--- config.mk ---
export PLATFORM = sky130hd
export DESIGN_NAME = balancer_poll_scheduler
export DESIGN_NICKNAME = d
export VERILOG_FILES = /design/src/rtl/balancer_pkg.sv /design/src/rtl/balancer_accumulator.sv /design/src/rtl/balancer_poll_scheduler.sv
export SDC_FILE = /design/constraint.sdc
export NUM_CORES = 1
export LEC_CHECK = 0
export CAP_MARGIN = 0
export CORE_MARGIN = 8
export CORE_UTILIZATION = 40
export DETAILED_ROUTE_END_ITERATION = 7
export HOLD_SLACK_MARGIN = 0.05
export SYNTH_ARGS = -nofsm -noshare
export SYNTH_HDL_FRONTEND = slang
export SYNTH_SLANG_ARGS = --single-unit
--- constraint.sdc ---
create_clock -name clk -period 6.9 [get_ports clk]
set_input_delay 1.725 -clock clk [delete_from_list [all_inputs] [get_ports clk]]
set_output_delay 1.725 -clock clk [all_outputs]
set_load 0.01 [all_outputs]
--- src/rtl/balancer_pkg.sv ---
// -----------------------------------------------------------------------------
// balancer_pkg
// Shared types and helpers for the balancer poll scheduler.
//   INT / DATA_W : station data word is a 32-bit signed value (MSB index INT)
//   word_t       : one station data word
//   acc_t        : widest accumulator the scheduler can need (64 stations)
//   poll_state_e : scheduler FSM states
//   sat_add      : clamp a station value at zero and add it to a running sum
//   saturate     : reduce a running sum to the largest publishable R
// -----------------------------------------------------------------------------
package balancer_pkg;

    localparam int INT       = 31;
    localparam int DATA_W    = INT + 1;
    // Six extra bits hold the sum of up to 64 maximum-valued stations.
    localparam int ACC_MAX_W = DATA_W + 6;

    typedef logic signed [DATA_W-1:0] word_t;
    typedef logic [ACC_MAX_W-1:0]     acc_t;

    typedef enum logic [1:0] {
        GAP,
        SELECT,
        REQ,
        PUBLISH
    } poll_state_e;

    // Largest value R may take: 2^INT - 1.
    localparam acc_t R_MAX = acc_t'((64'd1 << INT) - 64'd1);

    // Negative station readings count as empty. The headroom bits mean the
    // sum itself can never wrap, so saturation is applied only at publish.
    function automatic acc_t sat_add(input acc_t acc, input word_t s);
        acc_t addend;
        addend = s[DATA_W-1] ? '0 : acc_t'(s);
        return acc + addend;
    endfunction

    function automatic word_t saturate(input acc_t acc);
        if (acc > R_MAX) begin
            return word_t'(R_MAX);
        end
        return word_t'(acc);
    endfunction

endpackage

--- src/rtl/balancer_accumulator.sv ---
// -----------------------------------------------------------------------------
// balancer_accumulator
// Per-sweep running sum and station count, plus the registered R/G values
// seen by every station. Driven by strobes from the scheduler FSM.
//   clk, rst_n  : clock, asynchronous active-low reset
//   clear       : start of sweep, zero the sum and count
//   add         : accumulate percentage (clamped at 0) and count the station
//   publish     : copy the saturated sum / count into total / count_out
//   percentage  : station S value, meaningful with add
//   total       : published R (reset 0)
//   count_out   : published G (reset 1, never 0)
// -----------------------------------------------------------------------------
module balancer_accumulator
    import balancer_pkg::*;
#(
    parameter int N_STATIONS = 8
) (
    input  logic  clk,
    input  logic  rst_n,
    input  logic  clear,
    input  logic  add,
    input  logic  publish,
    input  word_t percentage,
    output word_t total,
    output word_t count_out
);

    localparam int ACC_W = DATA_W + $clog2(N_STATIONS);
    localparam int CNT_W = $clog2(N_STATIONS + 1);

    logic [ACC_W-1:0] acc;
    logic [CNT_W-1:0] cnt;

    // NOTE: sequential state uses non-blocking assignments so every register
    // samples its inputs from the same pre-edge values.
    always_ff @(posedge clk or negedge rst_n) begin
        if (!rst_n) begin
            acc <= '0;
            cnt <= '0;
        end else if (clear) begin
            acc <= '0;
            cnt <= '0;
        end else if (add) begin
            acc <= ACC_W'(sat_add(acc_t'(acc), percentage));
            cnt <= cnt + CNT_W'(1);
        end
    end

    // G is forced to 1 for an empty sweep so downstream division is safe.
    always_ff @(posedge clk or negedge rst_n) begin
        if (!rst_n) begin
            total     <= '0;
            count_out <= word_t'(1);
        end else if (publish) begin
            if (cnt == '0) begin
                total     <= '0;
                count_out <= word_t'(1);
            end else begin
                total     <= saturate(acc_t'(acc));
                count_out <= word_t'(cnt);
            end
        end
    end

endmodule

--- src/rtl/balancer_poll_scheduler.sv ---
// -----------------------------------------------------------------------------
// balancer_poll_scheduler
// Round-robin poller sharing the station-status bus. Each sweep visits every
// slot, requests S from enabled stations, and publishes R (total, saturated)
// and G (station count) together in one cycle.
//
// Parameters: N_STATIONS (1..64), SWEEP_GAP (idle cycles between sweeps),
//             POLL_TIMEOUT (REQ cycles before a slot is skipped, macro only).
//             The data width INT is the package constant balancer_pkg::INT.
// Optional:   `define BALANCER_POLL_TIMEOUT_EN adds the REQ timeout and the
//             timeout_flags output; without it REQ waits for ack forever.
//
// Ports:
//   clk, rst_n               clock, asynchronous active-low reset
//   station_enable[N]        per-slot enable, sampled when the slot is reached
//   poll_req / poll_idx      request to station poll_idx, held until ack
//   poll_ack                 station returns poll_percentage this cycle
//   poll_percentage          station S value
//   total_percentage_stored  published R
//   number_of_stations       published G
//   publish_valid            one-cycle pulse when R/G update
//   sweep_count              completed sweeps, wraps at 16 bits
//   timeout_flags[N]         (macro only) slots that timed out this sweep
// -----------------------------------------------------------------------------
module balancer_poll_scheduler
    import balancer_pkg::*;
#(
    parameter int N_STATIONS   = 8,
    parameter int SWEEP_GAP    = 60,
    parameter int POLL_TIMEOUT = 16,
    localparam int IDX_W       = (N_STATIONS > 1) ? $clog2(N_STATIONS) : 1
) (
    input  logic                     clk,
    input  logic                     rst_n,
    input  logic [N_STATIONS-1:0]    station_enable,
    output logic                     poll_req,
    output logic [IDX_W-1:0]         poll_idx,
    input  logic                     poll_ack,
    input  logic signed [DATA_W-1:0] poll_percentage,
    output logic [DATA_W-1:0]        total_percentage_stored,
    output logic [DATA_W-1:0]        number_of_stations,
    output logic                     publish_valid,
    output logic [15:0]              sweep_count
`ifdef BALANCER_POLL_TIMEOUT_EN
    ,
    output logic [N_STATIONS-1:0]    timeout_flags
`endif
);

    localparam int GAP_W = (SWEEP_GAP > 0) ? $clog2(SWEEP_GAP + 1) : 1;

    if (N_STATIONS < 1 || N_STATIONS > 64 || SWEEP_GAP < 0 || POLL_TIMEOUT < 1) begin : g_bad_params
        $error("balancer_poll_scheduler: parameter out of range");
    end

    poll_state_e      state;
    logic [GAP_W-1:0] gap_cnt;
    logic [IDX_W-1:0] idx;

    logic gap_done;
    logic last_slot;
    logic timed_out;
    logic slot_done;
    logic clear_acc;
    logic add_acc;
    logic publish_acc;

`ifdef BALANCER_POLL_TIMEOUT_EN
    localparam int TO_W = (POLL_TIMEOUT > 1) ? $clog2(POLL_TIMEOUT) : 1;
    logic [TO_W-1:0] to_cnt;
`endif

    assign poll_idx = idx;

    always_comb begin
        // NOTE: each combinational signal is assigned a default first so no
        // path through the block can infer a latch.
        gap_done    = (int'(gap_cnt) + 1 >= SWEEP_GAP);
        last_slot   = (idx == IDX_W'(N_STATIONS - 1));
        timed_out   = 1'b0;
`ifdef BALANCER_POLL_TIMEOUT_EN
        timed_out   = (state == REQ) && !poll_ack && (to_cnt == TO_W'(POLL_TIMEOUT - 1));
`endif
        clear_acc   = (state == GAP) && gap_done;
        add_acc     = (state == REQ) && poll_ack;
        publish_acc = (state == PUBLISH);
        // A slot finishes when skipped in SELECT, or when its REQ ends.
        slot_done   = ((state == SELECT) && !station_enable[idx]) ||
                      ((state == REQ) && (poll_ack || timed_out));
    end

    always_ff @(posedge clk or negedge rst_n) begin
        if (!rst_n) begin
            state         <= GAP;
            gap_cnt       <= '0;
            idx           <= '0;
            poll_req      <= 1'b0;
            publish_valid <= 1'b0;
            sweep_count   <= '0;
`ifdef BALANCER_POLL_TIMEOUT_EN
            to_cnt        <= '0;
            timeout_flags <= '0;
`endif
        end else begin
            publish_valid <= 1'b0;
            case (state)
                GAP: begin
                    if (gap_done) begin
                        gap_cnt <= '0;
                        idx     <= '0;
                        state   <= SELECT;
`ifdef BALANCER_POLL_TIMEOUT_EN
                        timeout_flags <= '0;
`endif
                    end else begin
                        gap_cnt <= gap_cnt + GAP_W'(1);
                    end
                end
                SELECT: begin
                    // The enable is looked at only here; a slot already in
                    // REQ is completed even if its enable drops.
                    if (station_enable[idx]) begin
                        poll_req <= 1'b1;
                        state    <= REQ;
`ifdef BALANCER_POLL_TIMEOUT_EN
                        to_cnt   <= '0;
`endif
                    end
                end
                REQ: begin
                    if (poll_ack || timed_out) begin
                        poll_req <= 1'b0;
                    end
`ifdef BALANCER_POLL_TIMEOUT_EN
                    if (timed_out) begin
                        timeout_flags[idx] <= 1'b1;
                    end else if (!poll_ack) begin
                        to_cnt <= to_cnt + TO_W'(1);
                    end
`endif
                end
                PUBLISH: begin
                    publish_valid <= 1'b1;
                    sweep_count   <= sweep_count + 16'd1;
                    state         <= GAP;
                end
                default: state <= GAP;
            endcase

            if (slot_done) begin
                if (last_slot) begin
                    state <= PUBLISH;
                end else begin
                    idx   <= idx + IDX_W'(1);
                    state <= SELECT;
                end
            end
        end
    end

    balancer_accumulator #(
        .N_STATIONS (N_STATIONS)
    ) u_accumulator (
        .clk        (clk),
        .rst_n      (rst_n),
        .clear      (clear_acc),
        .add        (add_acc),
        .publish    (publish_acc),
        .percentage (poll_percentage),
        .total      (total_percentage_stored),
        .count_out  (number_of_stations)
    );

endmodule
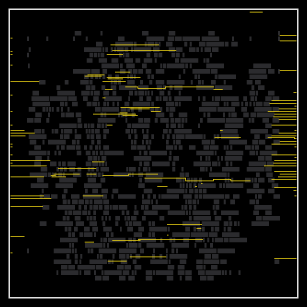
layer_met3.png
(2 px per um)
83 nets have wire on it. The layer carries 962 um of wire.

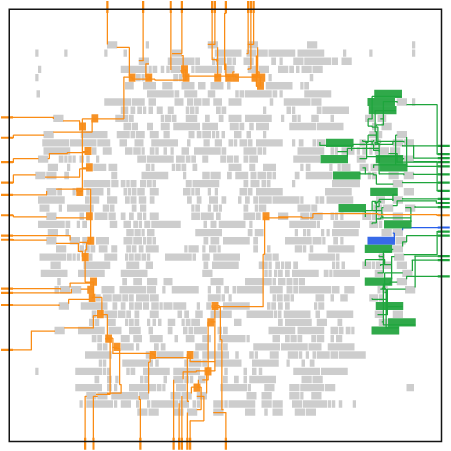
io_fan.png
(3 px per um)
Key: `poll_percentage` = orange [bits 32, direction input, end cells 31, buffers 33, wire 1,200 um]; `publish_valid` = blue [bits 1, direction output, end cells 1, buffers 1, wire 16.2 um]; `sweep_count` = green [bits 16, direction output, end cells 16, buffers 16, wire 647 um]

==> impl_metrics.json <==
{
  "dr.pass1.iters": 5,
  "area_leaders": "dfrtp_1 (40%), ha_1 (7.1%), nand2_1 (6.5%), o21ai_0 (6.5%), xnor2_1 (3.9%)",
  "die_x_um": 144,
  "syn_inst": 751,
  "openroad.warnings": 27,
  "fp_util": 0.410,
  "grt_pass1_wl_um": 28100,
  "fin_crit_ns": 4.72,
  "period_used_share": 0.684,
  "postSynthSeqShare": 0.400,
  "synthesis.area_um2": 6510,
  "flop_cell": "dfrtp_1",
  "yosysCellCount": 751,
  "antenna_found_initial": 0,
  "rsz0062_at_grt": "false",
  "ant_nets": 0,
  "fin_util": 0.495,
  "finalSetupTns_ns": 0,
  "place_congestion": 0.893,
  "cts_buffers": 9,
  "power_mw": 3.10,
  "most-common-layout-cells": "nand2_1 (113), dfrtp_1 (103), clkdlybuf4s50_1 (98)",
  "clkSlewWorstSetupHoldPaths_ns": 0.08,
  "die-area_um2": 20600,
  "status": "complete, no violations",
  "top_area_cell": "dfrtp_1",
  "vdd.ir_drop.worst_mv": 0.179,
  "holdWs_ns": 0.470,
  "routed-via-count": 5537,
  "top_cell_area_share": 0.396,
  "clkSinkCount": 104,
  "crit_fanout": 30,
  "tightest_slew_ns": 1.15,
  "port_buffers": 99,
  "drive_gt1_frac": 0.0469,
  "layout_top_cell": "nand2_1",
  "clockBufferDepth": 2,
  "grt_usage": 0.170,
  "routedWlPerCell_um": 16.2,
  "finalWorstSetupSlack_ns": 2.18,
  "crit_path_end_kind": "flip-flop",
  "post-cts-setup-buffer-count": 0,
  "drtIter0Drc": 414,
  "dieHeight_um": 144,
  "ys_ff": 104
}
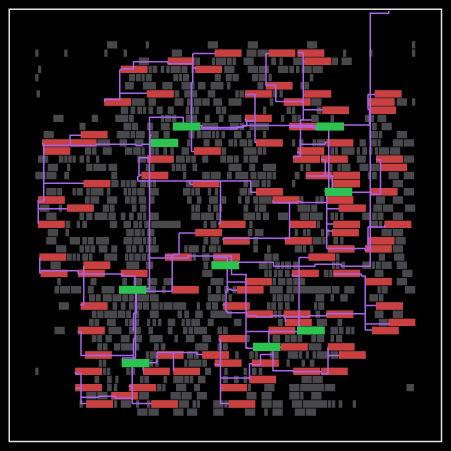
clk_routes.png
(3 px per um)
Key: clock wires = purple [length 1,540 um]; flip-flops = red [count 104]; clock drivers = green [count 9]
Position of the flops: all over the die. There are 10 routed clock nets.

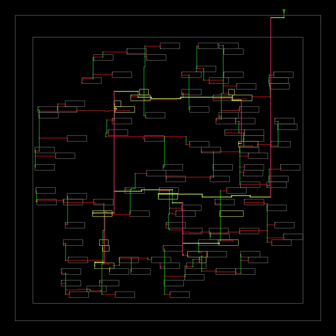
clocks.png
Final Skew: 0.0129 ns
worst skew pair latency: 0.37 ns
Power Clock: 0.552 mW

==> where the power goes <==
part           leakage, nW  switching [mW]  internal, mW
clock                0.150           0.261         0.290
combinational         2.14           0.772         0.667
sequential            1.30           0.239         0.872
total                 3.59            1.27          1.83
==> cell families after synthesis <==
kind of cell,synth area share
XOR/XNOR,0.0619
multiplexers,0.0163
other,0.000576
AND/OR/NAND/NOR,0.197
adder cells (fa/ha/maj),0.0742
flip-flops,0.400
AND-OR/OR-AND,0.187
buffers and inverters,0.0625
==> cells in the mapped netlist (all sizes together) (2+ instances only) <==
cell type  instances
nor3               5
inv               11
a31o               2
nand3             33
o211ai             4
xnor2             29
xor2              17
nand2b             6
dfrtp            103
clkbuf            35
mux2i              5
nand3b             3
a21oi             39
o32ai              2
a31oi              8
and2               4
o21ai             95
nor2              52
o41ai              2
o31ai              6
nor2b             35
a211oi             2
a311oi             2
ha                37
o22ai              2
or2                2
o21a               6
and3              10
a21o              14
buf               32
o21bai             4
nand2            113
nand4             10
a21boi             2
a221o              3
mux4               2
==> layout make-up <==
cell class	count	area [um^2]	share of cell area
Inverter	12	45.0	0.00573
Timing Repair Buffer	105	1030	0.131
Clock buffer	9	225	0.0286
Tap cell	216	270	0.0344
Multi-Input combinational cell	595	3600	0.458
Clock inverter	7	86.3	0.0110
Sequential cell	104	2600	0.331
==> worst paths after layout <==
path | startpoint | slack, ns | cells after the start | endpoint
max | poll_percentage[31] | 2.18 | 13 | u_accumulator.acc[20]$_DFFE_PN0P_
min | u_accumulator.acc[34]$_DFFE_PN0P_ | 0.47 | 1 | u_accumulator.acc[34]$_DFFE_PN0P_
max reg2reg | u_accumulator.acc[0]$_DFFE_PN0P_ | 4.01 | 10 | u_accumulator.acc[20]$_DFFE_PN0P_
min reg2reg | u_accumulator.acc[34]$_DFFE_PN0P_ | 0.47 | 1 | u_accumulator.acc[34]$_DFFE_PN0P_
max in group asynchronous | rst_n | 4.29 | 2 | sweep_count[4]$_DFFE_PN0P_
min in group asynchronous | rst_n | 1.27 | 1 | sweep_count[10]$_DFFE_PN0P_
==> routing by layer <==
layer | share of wire | wire length, um | global-route usage | vias up
met3 | 0.057 | 961 | 0.0382 | 19
li1 | - | - | - | 2699
met2 | 0.48 | 8140 | 0.285 | 135
met5 | 0 | 0 | 0 | -
met4 | 0.016 | 276 | 0.0581 | 0
met1 | 0.45 | 7590 | 0.212 | 2684
==> worst max-delay path: stages <==
cell	delay (ns)
clkdlybuf4s50_1	0.48
buf_4	0.31
nor2b_1	0.09
ha_1	0.22
fa_1	0.41
a21oi_1	0.23
o211ai_1	0.15
a21oi_2	0.27
o21ai_0	0.24
a211oi_1	0.43
o21bai_1	0.13
xnor2_1	0.13
o21ai_0	0.17
==> flip-flops by register name, summed over array words and instances, names as in the netlist, 2 cells and up <==
| register | count |
|---|---|
| sweep_count | 16 |
| state | 2 |
| u_accumulator.count_out | 4 |
| u_accumulator.cnt | 4 |
| gap_cnt | 6 |
| u_accumulator.total | 32 |
| poll_idx | 3 |
| u_accumulator.acc | 35 |
Power is estimated from default activity; no workload was simulated.
